==> config.mk <==
export PLATFORM = sky130hd
export DESIGN_NAME = iir_seq_ctrl
export DESIGN_NICKNAME = d
export VERILOG_FILES = /design/src/rtl/iir_pkg.sv /design/src/rtl/iir_stable_det.sv /design/src/rtl/iir_seq_ctrl.sv
export SDC_FILE = /design/constraint.sdc
export NUM_CORES = 1
export LEC_CHECK = 0
export CAP_MARGIN = 20
export CORE_MARGIN = 2
export CORE_UTILIZATION = 40
export DETAILED_ROUTE_END_ITERATION = 12
export GPL_TIMING_DRIVEN = 0
export HOLD_SLACK_MARGIN = 0.05
export PLACE_DENSITY = 0.67
export SYNTH_ARGS = -nofsm -noshare
export SYNTH_HDL_FRONTEND = slang
export SYNTH_HIERARCHICAL = 1
export SYNTH_SLANG_ARGS = --single-unit
==> constraint.sdc <==
create_clock -name clk -period 2.4 [get_ports clk]
set_input_delay 0.6 -clock clk [delete_from_list [all_inputs] [get_ports clk]]
set_output_delay 0.6 -clock clk [all_outputs]
set_load 0.03 [all_outputs]
==> images/ff_map.png <==
Scale: 4 px per um. Other sequential cells in the stronger grey, the rest of the logic in the fainter grey.
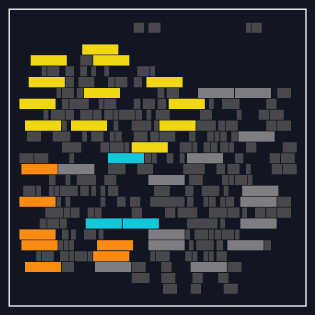
legend:
  `drain_cnt`:
    colour: orange
    placed_flops: 7
    where: south-west
  `in_cnt`:
    colour: yellow
    placed_flops: 12
  `state`:
    colour: cyan
    placed_flops: 3
sequential power: 845 uW
post-layout util: 50.2%

==> images/route_heat.png <==
Scale: 4 px per um. 15 x 15 tiles, from black (low) to pale yellow (high), scaled to the fullest tile. Values are wire area over tile area, all layers added.
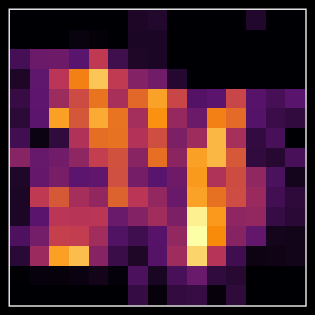
nearly empty tiles: 25%
densest ninth of the die: centre
tiles over half the peak: 20%
WL final: 3490 um
Vias: 1409

==> GITHUB_STEP_SUMMARY <==
## Synthesis and layout report

| Metric | Value |
|---|---|
| WP buf/inv | `2` |
| Post-detail-place hpwl | `2380 um` |
| Register area | `901 um^2` |
| Synth Instances | `202` |
| R2R Setup Slk | `770 ps` |
| Psw | `655 uW` |
| Synth Register Bits | `36` |
| DIE HEIGHT | `73.8 um` |
| Gr ovfl total | `0` |
| Clkbuf count | `6` |
| DR top layer | `met4` |
| CTS-repair resized insts | `13` |
| Tool Warnings | `52` |
| #MultiIn Comb | `139` |
| ClkCell Share | `3.91%` |
| Max Root-Sink Buffers | `2` |
| Top cells by area | `dfrtp_1 (46%), nor2_1 (5.6%), xnor2_1 (5.4%)` |
| Met2 usage | `21.9%` |
| Routability cong. | `0.784` |
| Slew headroom | `47.3%` |
| GR Layer Usage met1 | `19.0%` |
| Total GRT Usage | `14.1%` |
| Async set-or-reset flop fraction in the synthesized netlist | `100%` |
| Placement Setup Slack | `-572 ps` |
| Pleak | `1.04 nW` |
| Mux frac, synth | `3.08%` |
| Sequential share of the synthesized area | `46.2%` |
| First-pass GRT wire length | `5910 um` |
| Arr. time, crit path | `1720 ps` |
| Critical Path Max Stage Delay | `530 ps` |
| Non-clk buf share | `14.6%` |
| Synth Cell Area | `1950 um^2` |
| Tcrit/Tclk final | `96.7%` |
| Yosys warning count | `6` |
| Met3 routed WL | `104 um` |
| Top delay family on crit path | `buffers and inverters` |
| Yosys chip area | `1950 um^2` |
| Vias per cell | `4.71` |
| Highest-count logic cell in the final layout | `dfrtp_1` |
| Pwr dens | `786 nW/um^2` |
| Die width | `73.8 um` |
| Top cells by count, synth | `dfrtp_1 (36), nor2_1 (29), nand2_1 (17)` |
| CTS tree | `done` |
| Logic share of the area | `38.5%` |
| Tap Count | `67` |
| Final Non-Filler Cells | `299` |
| Status | `completed` |
| # Cells Yosys | `202` |
| Area delta synth->final | `21.6%` |
| Cts hold-fix bufs | `0` |
| CP required | `1800 ps` |
| Total power | `1.86 mW` |
| Power Internal | `1.21 mW` |
| Top cells excl fill/tap | `dfrtp_1 (36), nor2_1 (29), nand2_1 (17)` |
| DR pass1 iterations | `4` |
| DP Area | `2240 um^2` |
| DR iter-0 viols | `43` |
| Clock transition at path regs | `70 ps` |
| Sequential share of power | `45.3%` |
| Startpoint Class | `primary input` |
| Yosys top cell by area | `dfrtp_1` |
| Core footprint | `4720 um^2` |
| Fmax | `431 MHz` |
| AO/OA Area Share | `4.56%` |
| Clock Sinks | `36` |
| Reported max-cap violation count | `0` |
| Plain + repair buffers | `40` |
Power and IR drop assume default switching activity.
